$ cat src/rtl/tmp_meas_sched.sv
// Measurement scheduler for the temperature-sensor switched-capacitor core.
// Define TMP_SCHED_AVG_EN to publish the average of four consecutive windows per result.
module tmp_meas_sched #(
  parameter int CNT_W  = 10,
  parameter int SETTLE = 16,
  parameter int PER_W  = 16
) (
  input  logic             clk,
  input  logic             reset_n,
  input  logic             start,
  input  logic             cont_en,
  input  logic [PER_W-1:0] period,
  input  logic [CNT_W-1:0] win_len,
  input  logic             cmp,
  output logic             core_rst,
  output logic             busy,
  output logic [CNT_W-1:0] result,
  output logic             result_valid,
  input  logic             result_ready,
  output logic             overrun
);

  localparam int SET_W = $clog2(SETTLE + 1);
  localparam int TMR_A = (PER_W > CNT_W) ? PER_W : CNT_W;
  localparam int TMR_W = (TMR_A > SET_W) ? TMR_A : SET_W;

  typedef enum logic [2:0] {
    S_IDLE,
    S_SETTLE,
    S_MEASURE,
    S_DONE,
    S_GAP
  } state_t;

  state_t           r_state;
  state_t           w_state_nxt;

  logic             r_cmp_meta;
  logic             r_cmp_s;

  logic [TMR_W-1:0] r_tmr;
  logic [TMR_W-1:0] w_tmr_end;
  logic             w_tmr_done;

  logic [CNT_W-1:0] r_win_q;
  logic [CNT_W-1:0] r_ones;
  logic [CNT_W-1:0] w_ones_nxt;
  logic [CNT_W-1:0] w_pub;

  logic             r_core_rst;
  logic             r_busy;
  logic [CNT_W-1:0] r_result;
  logic             r_valid;
  logic             r_overrun;

  logic             w_load_win;
  logic             w_publish;
  logic             w_xfer;
  logic             w_last_win;
  logic             w_active_nxt;

  // cmp is asynchronous to clk; only the second flop's output is ever used.
  // NOTE: sequential state is written with <= so every flop samples pre-edge values.
  always_ff @(posedge clk or negedge reset_n) begin
    if (!reset_n) begin
      r_cmp_meta <= 1'b0;
      r_cmp_s    <= 1'b0;
    end else begin
      r_cmp_meta <= cmp;
      r_cmp_s    <= r_cmp_meta;
    end
  end

  // Last timer value of the current timed state; >= keeps GAP safe if period shrinks mid-gap.
  // NOTE: every combinational output gets a default first so no latch is inferred.
  always_comb begin
    w_tmr_end = '0;
    case (r_state)
      S_SETTLE:  w_tmr_end = TMR_W'(SETTLE - 1);
      S_MEASURE: w_tmr_end = TMR_W'(r_win_q) - TMR_W'(1);
      S_GAP:     w_tmr_end = (period == '0) ? '0 : TMR_W'(period) - TMR_W'(1);
      default:   w_tmr_end = '0;
    endcase
  end

  assign w_tmr_done = (r_tmr >= w_tmr_end);

`ifdef TMP_SCHED_AVG_EN
  localparam int ACC_W = CNT_W + 2;

  logic [1:0]       r_win_idx;
  logic [ACC_W-1:0] r_acc;

  assign w_last_win = (r_win_idx == 2'd3);

  // The fourth window's count is folded in on its last MEASURE cycle, so DONE sees the full sum.
  always_ff @(posedge clk or negedge reset_n) begin
    if (!reset_n) begin
      r_win_idx <= 2'd0;
      r_acc     <= '0;
    end else if (r_state == S_IDLE || r_state == S_DONE) begin
      r_win_idx <= 2'd0;
      r_acc     <= '0;
    end else if (r_state == S_MEASURE && w_tmr_done) begin
      r_win_idx <= r_win_idx + 2'd1;
      r_acc     <= r_acc + ACC_W'(w_ones_nxt);
    end
  end

  assign w_pub = r_acc[ACC_W-1:2];
`else
  assign w_last_win = 1'b1;
  assign w_pub      = r_ones;
`endif

  always_comb begin
    w_state_nxt = r_state;
    case (r_state)
      S_IDLE:    if (start || cont_en) w_state_nxt = S_SETTLE;
      S_SETTLE:  if (w_tmr_done) w_state_nxt = S_MEASURE;
      S_MEASURE: if (w_tmr_done) w_state_nxt = w_last_win ? S_DONE : S_SETTLE;
      S_DONE:    w_state_nxt = cont_en ? S_GAP : S_IDLE;
      S_GAP: begin
        if (!cont_en)        w_state_nxt = S_IDLE;
        else if (w_tmr_done) w_state_nxt = S_SETTLE;
      end
      default:   w_state_nxt = S_IDLE;
    endcase
  end

  assign w_load_win   = (r_state == S_IDLE || r_state == S_GAP) && (w_state_nxt == S_SETTLE);
  assign w_publish    = (r_state == S_DONE);
  assign w_xfer       = r_valid && result_ready;
  assign w_active_nxt = (w_state_nxt == S_SETTLE) || (w_state_nxt == S_MEASURE);
  assign w_ones_nxt   = (r_cmp_s && (r_ones != '1)) ? r_ones + CNT_W'(1) : r_ones;

  always_ff @(posedge clk or negedge reset_n) begin
    if (!reset_n) begin
      r_state <= S_IDLE;
      r_tmr   <= '0;
    end else begin
      r_state <= w_state_nxt;
      if (w_state_nxt != r_state)
        r_tmr <= '0;
      else if (r_state == S_SETTLE || r_state == S_MEASURE || r_state == S_GAP)
        r_tmr <= r_tmr + TMR_W'(1);
    end
  end

  // A zero window length is promoted to one cycle at latch time.
  always_ff @(posedge clk or negedge reset_n) begin
    if (!reset_n) begin
      r_win_q <= '0;
    end else if (w_load_win) begin
      r_win_q <= (win_len == '0) ? CNT_W'(1) : win_len;
    end
  end

  always_ff @(posedge clk or negedge reset_n) begin
    if (!reset_n) begin
      r_ones <= '0;
    end else if (r_state == S_SETTLE) begin
      r_ones <= '0;
    end else if (r_state == S_MEASURE) begin
      r_ones <= w_ones_nxt;
    end
  end

  // core_rst drives another block's reset, so it comes straight from a flop, never from decode.
  always_ff @(posedge clk or negedge reset_n) begin
    if (!reset_n) begin
      r_core_rst <= 1'b1;
      r_busy     <= 1'b0;
    end else begin
      r_core_rst <= !w_active_nxt;
      r_busy     <= w_active_nxt;
    end
  end

  // A result in DONE either replaces an accepted/absent one or is dropped and flagged.
  always_ff @(posedge clk or negedge reset_n) begin
    if (!reset_n) begin
      r_result  <= '0;
      r_valid   <= 1'b0;
      r_overrun <= 1'b0;
    end else begin
      if (w_xfer)
        r_overrun <= 1'b0;
      if (w_publish) begin
        if (!r_valid || result_ready) begin
          r_result <= w_pub;
          r_valid  <= 1'b1;
        end else begin
          r_overrun <= 1'b1;
        end
      end else if (w_xfer) begin
        r_valid <= 1'b0;
      end
    end
  end

  assign core_rst     = r_core_rst;
  assign busy         = r_busy;
  assign result       = r_result;
  assign result_valid = r_valid;
  assign overrun      = r_overrun;

  a_result_stable: assert property (@(posedge clk) disable iff (!reset_n)
    (r_valid && !result_ready) |=> $stable(r_result));
  a_overrun_has_valid: assert property (@(posedge clk) disable iff (!reset_n)
    r_overrun |-> r_valid);
  a_rst_vs_busy: assert property (@(posedge clk) disable iff (!reset_n)
    core_rst == !busy);

endmodule

$ cat config.mk
export PLATFORM = sky130hd
export DESIGN_NAME = tmp_meas_sched
export DESIGN_NICKNAME = d
export VERILOG_FILES = /design/src/rtl/tmp_meas_sched.sv
export SDC_FILE = /design/constraint.sdc
export NUM_CORES = 1
export LEC_CHECK = 0
export CORE_MARGIN = 5
export CORE_UTILIZATION = 45
export CTS_BUF_LIST = sky130_fd_sc_hd__clkbuf_2
export DETAILED_ROUTE_END_ITERATION = 7
export PLACE_DENSITY = 0.7
export RECOVER_POWER = 100
export SLEW_MARGIN = 5
export SYNTH_ARGS = -nofsm -noshare
export SYNTH_HDL_FRONTEND = slang
export SYNTH_SLANG_ARGS = --single-unit
$ cat constraint.sdc
create_clock -name clk -period 3.6 [get_ports clk]
set_input_delay 0.9 -clock clk [delete_from_list [all_inputs] [get_ports clk]]
set_output_delay 0.9 -clock clk [all_outputs]
set_load 0.02 [all_outputs]
### Clock wires, drivers and flops, run 1

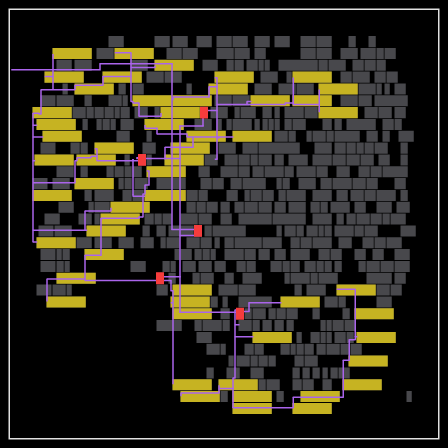
[clock wires] purple | length: 667 um
[clock drivers] red | count: 5
[flip-flops] yellow | count: 55
routed clock nets: 6
flops lie: spread over the die
clk pwr: 0.280 mW
worst skew pair latency: 490 ps
Clock Power Share: 13.0%

### Wiring by layer, run 1

Scale bar: 20 um.
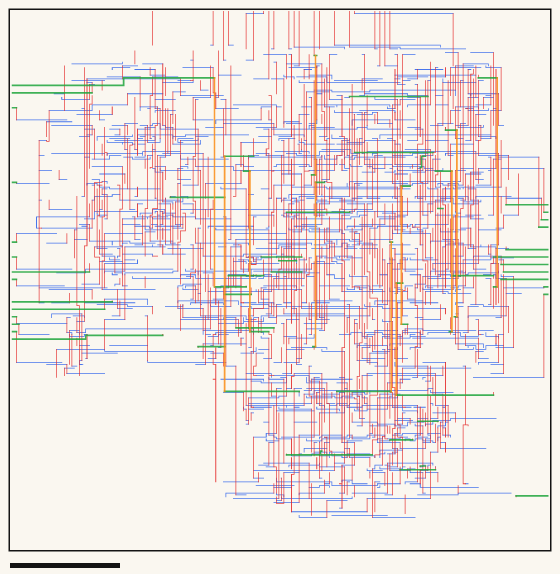
| layer | color | wire length |
|---|---|---|
| metal 4 | orange | 336 um |
| metal 3 | green | 402 um |
| metal 1 | blue | 3,990 um |
| metal 2 | red | 4,590 um |
post-DR wirelength/cell: 16.5 um
Total GRT Usage: 19.4%
Vias: 3,260

### Selected gate families, run 1

Scale bar: 20 um.
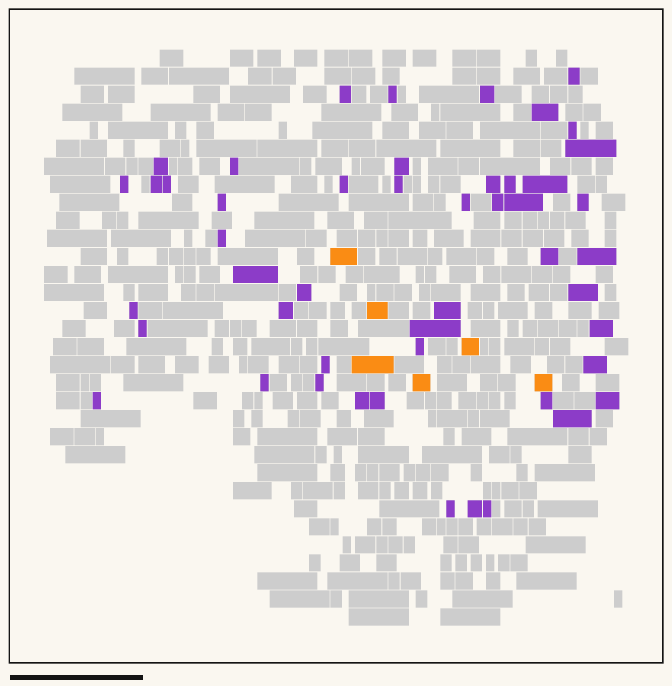
| family | color | cells |
|---|---|---|
| NOR gates | purple | 49 |
| AND-OR and OR-AND gates | orange | 6 |

### Track usage over the die, run 1

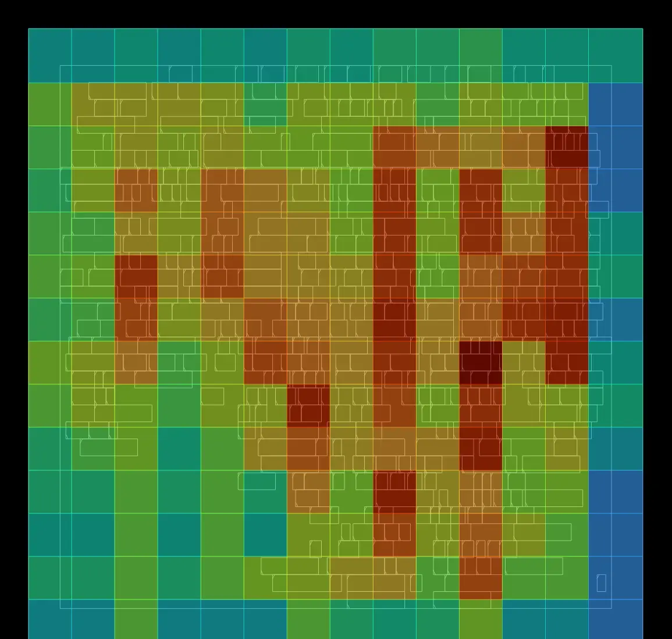
GRT Max-Usage Layer: met2
met2 Usage GRT: 33.2%

==> results.tsv, run 1 <==
metric	value	unit
outcome	finished, violations left	
violations	capacitance limit, slew limit, setup timing	
die_height	98.4	um
cts_sinks	55	
required	3970	ps
finalMaxSlewViolations	35	
cp.depth	14	
rrSetupSlack	60	ps
p_leak	2.05	nW
finalWorstSetupSlack	-17.0	ps
rsz0062_at_grt	true	
area_growth_syn_to_layout	34.2	%
endpoint_kind	flop	
top_cell_area_share	38.4	%
peakVddDrop	0.231	mV
syn_area	3520	um^2
cell_internal_pwr	1.28	mW
dpl.hpwl	6.76	mm
dieArea	9680	um^2
drtIter0Drc	125	
grt_pass1_wl	15.5	mm
ys_ff	55	
rows	32	
max_stage_delay	450	ps
path_cells	clkdlybuf4s50_1 > nor3_2 > nor3b_4 > nor2_4 > buf_6 > a221oi_4 > ha_1 > buf_4 > o211a_4 > o31a_1 > buf_6 > buf_4 > o311ai_1 > a21oi_1	
path_max_fanout	6	
ys_cells	363	
htree_levels	2	
ys_sh_mux	6.94	%
grt_util_met3	4.00	%
fp_util	45.7	%
met1_usage	23.9	%
dpl_worst_slack	-960	ps
finalPower	2.16	mW
r2r-end	r_win_q[6]	
syn_inst	363	
drv_cap	1	
min_period_over_period	100	%
postSynthAreaPerCell	9.69	um^2
slowest_stage	clkdlybuf4s50_1	
grt_pass1_vias	3283	
hold_viol_final	0	
portBuffers	45	
seqPwrFrac	38.7	%
arrival	3990	ps
holdCritStartpoint	r_cmp_meta	
simple_gate_share	19.3	%
cp_num_buf_inv	5	
fin_util	61.4	%
ios	46	
finalClockSkew	49.4	ps
ys_warn_count	0	
ant_nets	0	
grt-ovfl-total	0	
switching_share	40.7	%
start_kind	primary input	
worst_pin_slew	1800	ps
holdPathStages	0	
finalSetupViolCount	1	
place_congestion	0.937	
endpoint	r_state[1]	
ys_top_cells_by_count	dfrtp_1 (54), a21oi_1 (30), nor2_1 (22)	
synth_top_cell_by_area	dfrtp_1	
hold_ws	404	ps
vias_per_cell	5.77	
edf_count	0	
synth.net_count	415	
topCombFamilyByArea	simple AND/OR/NAND/NOR gates	
synth_chip_area	3520	um^2
clk_pin_slew_worst_paths	340	ps
ys_sh_aoi	15.6	%
ff_type	dfrtp_1	
most_common_cell	dfrtp_1	
finalCriticalPeriod	3620	ps
cts_made_buffers	5	
cts_tree	built	
slew-limit-headroom	-20.1	%
first_pass_iters	4	
crit_family	AND-OR/OR-AND gates	
drive_gt1_share	27.6	%
r2r_start	r_state[0]	
nets	514	
rr_worst_depth	13	
warning_count	27	
drcViolationCount	0	
routed_wl	9.32	mm
## run 1: cell type report
cell class / instances / area, um^2
clock buffer: 5 / 25.0
clock inverter: 3 / 33.8
fill: 663 / 2970
inverter: 13 / 48.8
multi-input combinational: 284 / 2240
sequential: 55 / 1380
tap: 102 / 128
timing repair buffer: 103 / 862
## run 1: layer usage
metal / part of all wire, % / vias to the layer above
met3: 4.3 / 26
li1: - / 1557
met1: 43 / 1592
met2: 49 / 85
met5: 0 / -
met4: 3.6 / 0
## run 1: worst min path at each step
stage,slack (ps),to
floorplan,330,r_cmp_s
global placement,330,r_cmp_s
detailed placement,340,r_cmp_s
CTS,400,r_cmp_s
global route,420,r_cmp_s
finish,400,r_cmp_s
## run 1: placed cells by master (no fill, tap or decap), types with 3 or more instances in the layout
cell,Yosys,final
nor3_4,0,3
nand2_1,19,17
nand3_1,15,15
nor3_2,1,3
o21ai_0,13,12
clkbuf_2,0,12
nor2_1,22,19
clkdlybuf4s50_1,0,16
dfrtp_1,54,54
nor4_1,9,6
a21oi_1,30,29
a22oi_1,10,6
a22oi_2,0,4
clkbuf_1,3,3
and3_1,4,4
and2_1,4,4
or3_1,10,10
buf_6,0,7
a31oi_1,5,4
ha_1,20,19
o311ai_1,0,3
mux2_2,19,19
nand4_1,14,14
a211oi_1,3,3
xnor2_1,17,17
xor2_1,19,19
dlygate4sd3_1,0,15
nor3_1,12,7
inv_1,13,11
mux2i_1,3,3
clkdlybuf4s15_1,0,5
buf_4,2,49
## run 1: flip-flops by register name, indices dropped and copies added, names as in the netlist, 3 cells and up
register,count
r_ones,10
r_tmr,16
r_state,3
result,10
r_win_q,10
## run 1: power by group through the flow
stage                     Clock [mW]  Combinational [mW]  Sequential (mW)
final                          0.280                1.04            0.835
after detailed placement           0               0.889            0.837
after CTS                      0.294               0.977            0.829
after global placement             0               0.865            0.833
after floorplan                    0               0.561            0.835
after global routing           0.320                1.13            0.846
## run 1: kinds of logic after synthesis
logic type | count (synthesis)
buffers and inverters | 24
XOR/XNOR | 36
multiplexers | 22
AND/OR/NAND/NOR | 123
adder cells (fa/ha/maj) | 20
AND-OR/OR-AND | 83
flip-flops | 55
## run 1: through the flow
| stage | cells | instance area [um^2] |
|---|---|---|
| 4_1_cts | 561 | 4640 |
| 3_5_place_dp | 542 | 4390 |
| 3_3_place_gp | 542 | 4390 |
| 2_1_floorplan | 363 | 3550 |
| 5_1_grt | 565 | 4720 |
| 6_report | 565 | 4720 |
## run 1: timing repair
item                       in CTS  in global routing
gates resized                  46                 37
cloned                          1                  0
buffers inserted               10                  5
setup endpoints to repair      31                 31
pin swaps                      27                 28
==> run 2, diff against run 1 <==
CORE_UTILIZATION = 25   (was 45)
PLACE_DENSITY = unset   (was 0.7)
### Wiring by layer, run 2

Scale bar: 50 um.
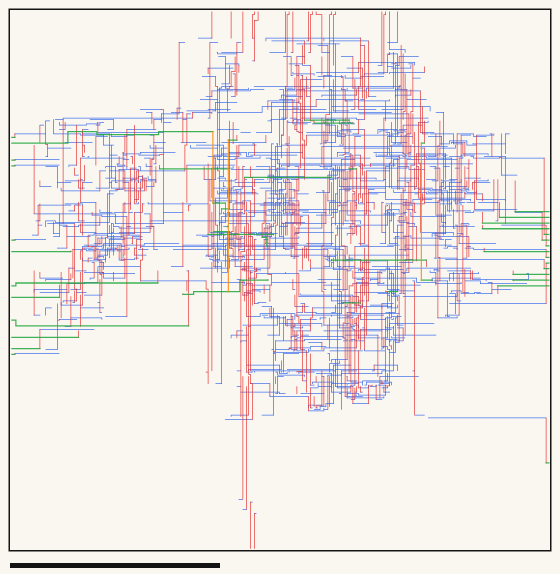
| layer | color | wire length |
|---|---|---|
| metal 3 | green | 429 um |
| metal 4 | orange | 85.7 um |
| metal 1 | blue | 4,270 um |
| metal 2 | red | 4,690 um |
total wire length: 9.47 mm
Vias: 3,126
post-DR wirelength/cell: 14.8 um
Total GRT Usage: 11.5%

### Track usage over the die, run 2

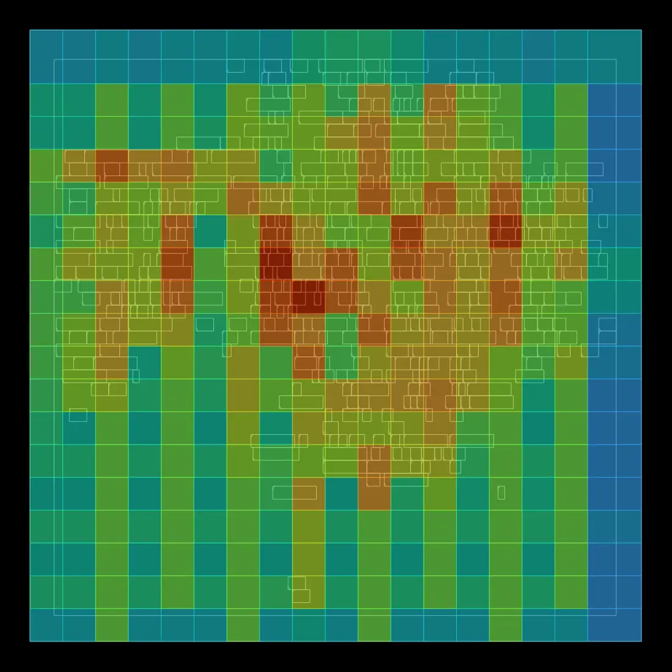
final core occ: 34.6%
met2 Usage GRT: 19.9%
grt met3 use: 2.62%
grt met1 use: 15.0%

==> results.tsv, run 2 <==
metric	value	unit	change
synth_top_cell_by_area	dfrtp_1		
htree_levels	2		unchanged
critPathKind	primary input to flop		
finalMaxSlewViolations	46		+31%
p_leak	2.05	nW	about the same
regMostFlops	r_tmr		
rows	43		+34%
clock_latency	470	ps	-20 ps
lay_top_count	dfrtp_1		
cts_made_buffers	5		unchanged
finalWorstSetupSlack	10.5	ps	+27.5 ps
area_growth_syn_to_layout	36.1	%	
path_max_fanout	5		-1
core_region_area	13800	um^2	
cts_root_buffer	clkbuf_2		
ys_warn_count	0		unchanged
dieWidth	129	um	
vias_per_cell	4.88		-15%
powerDensity	451	nW/um^2	
largest_register_ff_count	16		unchanged
hold_class	flop to flop		
dpl-instance-area	4500	um^2	+2.5%
drv_cap	1		unchanged
syn_inst	363		unchanged
die_height	129	um	+31%
ys_cells	363		unchanged
power_frac_clock	11.6	%	-1.4 points
final_cell_mix	dfrtp_1 (54), buf_4 (51), a21oi_1 (30), clkdlybuf4s50_1 (30)		
clk_pin_slew_worst_paths	290	ps	-50 ps
finalClockSkew	56.5	ps	+7.11 ps
finalSetupViolCount	0		-1
rr_worst_depth	12		-1
peakVddDrop	0.173	mV	-25%
grt-ovfl-total	0		unchanged
ys_top_cells_by_count	dfrtp_1 (54), a21oi_1 (30), nor2_1 (22)		
switching_share	39.2	%	-1.5 points
required	3990	ps	+20 ps
p_comb_share	49.7	%	
dpl_worst_slack	-920	ps	+40.2 ps
nets	512		-0.39%
max_freq	0.279	GHz	
cell_internal_pwr	1.31	mW	+2.5%
arrival	3980	ps	about the same
grt_max_degree	46		
rsz0062_at_grt	true		
synth.net_count	415		unchanged
grt_pass1_wl	15.8	mm	+2.2%
top_cell_area_share	38.4	%	unchanged
warning_count	27		unchanged
violations	capacitance limit, slew limit		
edf_count	0		unchanged
ys_types	52		
hold_viol_final	0		unchanged
antenna_found_initial	0		
clockBufferDepth	2		
worst_pin_slew	2470	ps	+665 ps
fp_util	25.4	%	-20 points
ctsHoldBuffers	0		
final_area	4790	um^2	+1.4%
syn_area	3520	um^2	unchanged
slew-limit-headroom	-64.5	%	-44 points
seqPwrFrac	38.7	%	about the same
ff_type	dfrtp_1		
endpoint_kind	flop		
first_pass_iters	4		unchanged
drcViolationCount	0		unchanged
outcome	finished, violations left		
ant_nets	0		unchanged
holdPathStages	0		unchanged
switchingPower	0.846	mW	
cts_sinks	55		unchanged
start_kind	primary input		
ys_seq_share	39.2	%	
finalCriticalPeriod	3590	ps	-27.5 ps
synth_chip_area	3520	um^2	unchanged
drtIter0Drc	134		+7.2%
drive_gt1_share	25.6	%	-2.0 points
most_common_cell	dfrtp_1		
min_period_over_period	99.7	%	-0.76 points
portBuffers	45		unchanged
grt_pass1_vias	3208		-2.3%
cts_tree	built		
diodes	0		
dieArea	16500	um^2	+71%
ys_ff	55		unchanged
place_congestion	0.818		-13%
ios	46		unchanged
fill_cells	1400		+110%
synth-async-reset-ratio	100	%	
dpl.hpwl	7.22	mm	+6.9%
postSynthAreaPerCell	9.69	um^2	unchanged
top_cells_by_area	dfrtp_1 (38%), ha_1 (7.1%), mux2_2 (6.1%)		
## run 2: final timing paths
path,from,endpoint,slack [ps]
worst max-delay path,period[15],r_state[0],10
worst min-delay path,r_cmp_meta,r_cmp_s,390
worst max register to register,r_state[0],r_win_q[1],140
worst min register to register,r_cmp_meta,r_cmp_s,390
max in group asynchronous,reset_n,r_ones[5],1040
min in group asynchronous,reset_n,r_tmr[9],1120
## run 2: final cells by class
| type | instances | area, um^2 | share of cell area [%] |
|---|---|---|---|
| multi-input cells | 284 | 2220 | 46.5 |
| flip-flops and latches | 55 | 1380 | 28.8 |
| well taps | 180 | 225 | 4.71 |
| repair buffers | 101 | 868 | 18.1 |
| clock buffers | 6 | 30.0 | 0.627 |
| inverters | 13 | 48.8 | 1.02 |
| clock inverters | 2 | 12.5 | 0.261 |
## run 2: critical path, stage by stage
cell,delay [ps]
clkdlybuf4s50_1,440
nor3_2,300
nor3b_4,320
or2_4,180
o221a_2,190
ha_1,230
nor2b_1,140
o211a_1,250
o31ai_2,240
a31oi_1,120
buf_4,160
buf_6,130
or3_1,370
## run 2: per-layer routing
layer	track usage, %	part of all wire, %	vias up
met5	0	0	-
met4	1.91	0.90	0
met1	15.0	45	1513
met2	19.9	50	58
li1	-	-	1547
met3	2.62	4.5	8
## run 2: through the flow
| step | power [mW] | cells | hold WS, ps | setup TNS [ps] | utilization, % |
|---|---|---|---|---|---|
| 2_1_floorplan | 1.40 | 363 | 331 | 0 | - |
| 3_3_place_gp | 1.73 | 620 | 333 | -19630 | 32.5 |
| 3_5_place_dp | 1.76 | 620 | 335 | -24330 | 32.5 |
| 4_1_cts | 2.09 | 635 | 391 | 0 | 33.8 |
| 5_1_grt | 2.30 | 641 | 415 | -395 | 34.6 |
| 6_report | 2.16 | 641 | 388 | 0 | 34.6 |
## run 2: power by group through the flow
stage,clock network (mW),logic [mW],registers [mW]
6_report,0.251,1.07,0.835
5_1_grt,0.292,1.16,0.848
4_1_cts,0.262,1.00,0.829
3_5_place_dp,0,0.922,0.841
3_3_place_gp,0,0.892,0.836
2_1_floorplan,0,0.561,0.835
## run 2: logic make-up (layout without fill, tap and decap cells)
kind of cell / Yosys count / in the layout / synth area share [%]
AOI/OAI and AO/OA: 83 / 83 / 15.6
xor gates and xnor gates: 36 / 36 / 8.97
adders and majority gates: 20 / 20 / 7.12
buffers and inverters: 24 / 122 / 2.99
DFF: 55 / 55 / 39.2
muxes: 22 / 22 / 6.94
and+or+nand+nor: 123 / 123 / 19.3
## run 2: what timing repair did
| item | 4_1_cts | 5_1_grt |
|---|---|---|
| pin swaps | 18 | 17 |
| resized | 32 | 39 |
| buffers inserted | 7 | 6 |
| setup endpoints to repair | 31 | 31 |
Power is estimated from default activity; no workload was simulated.
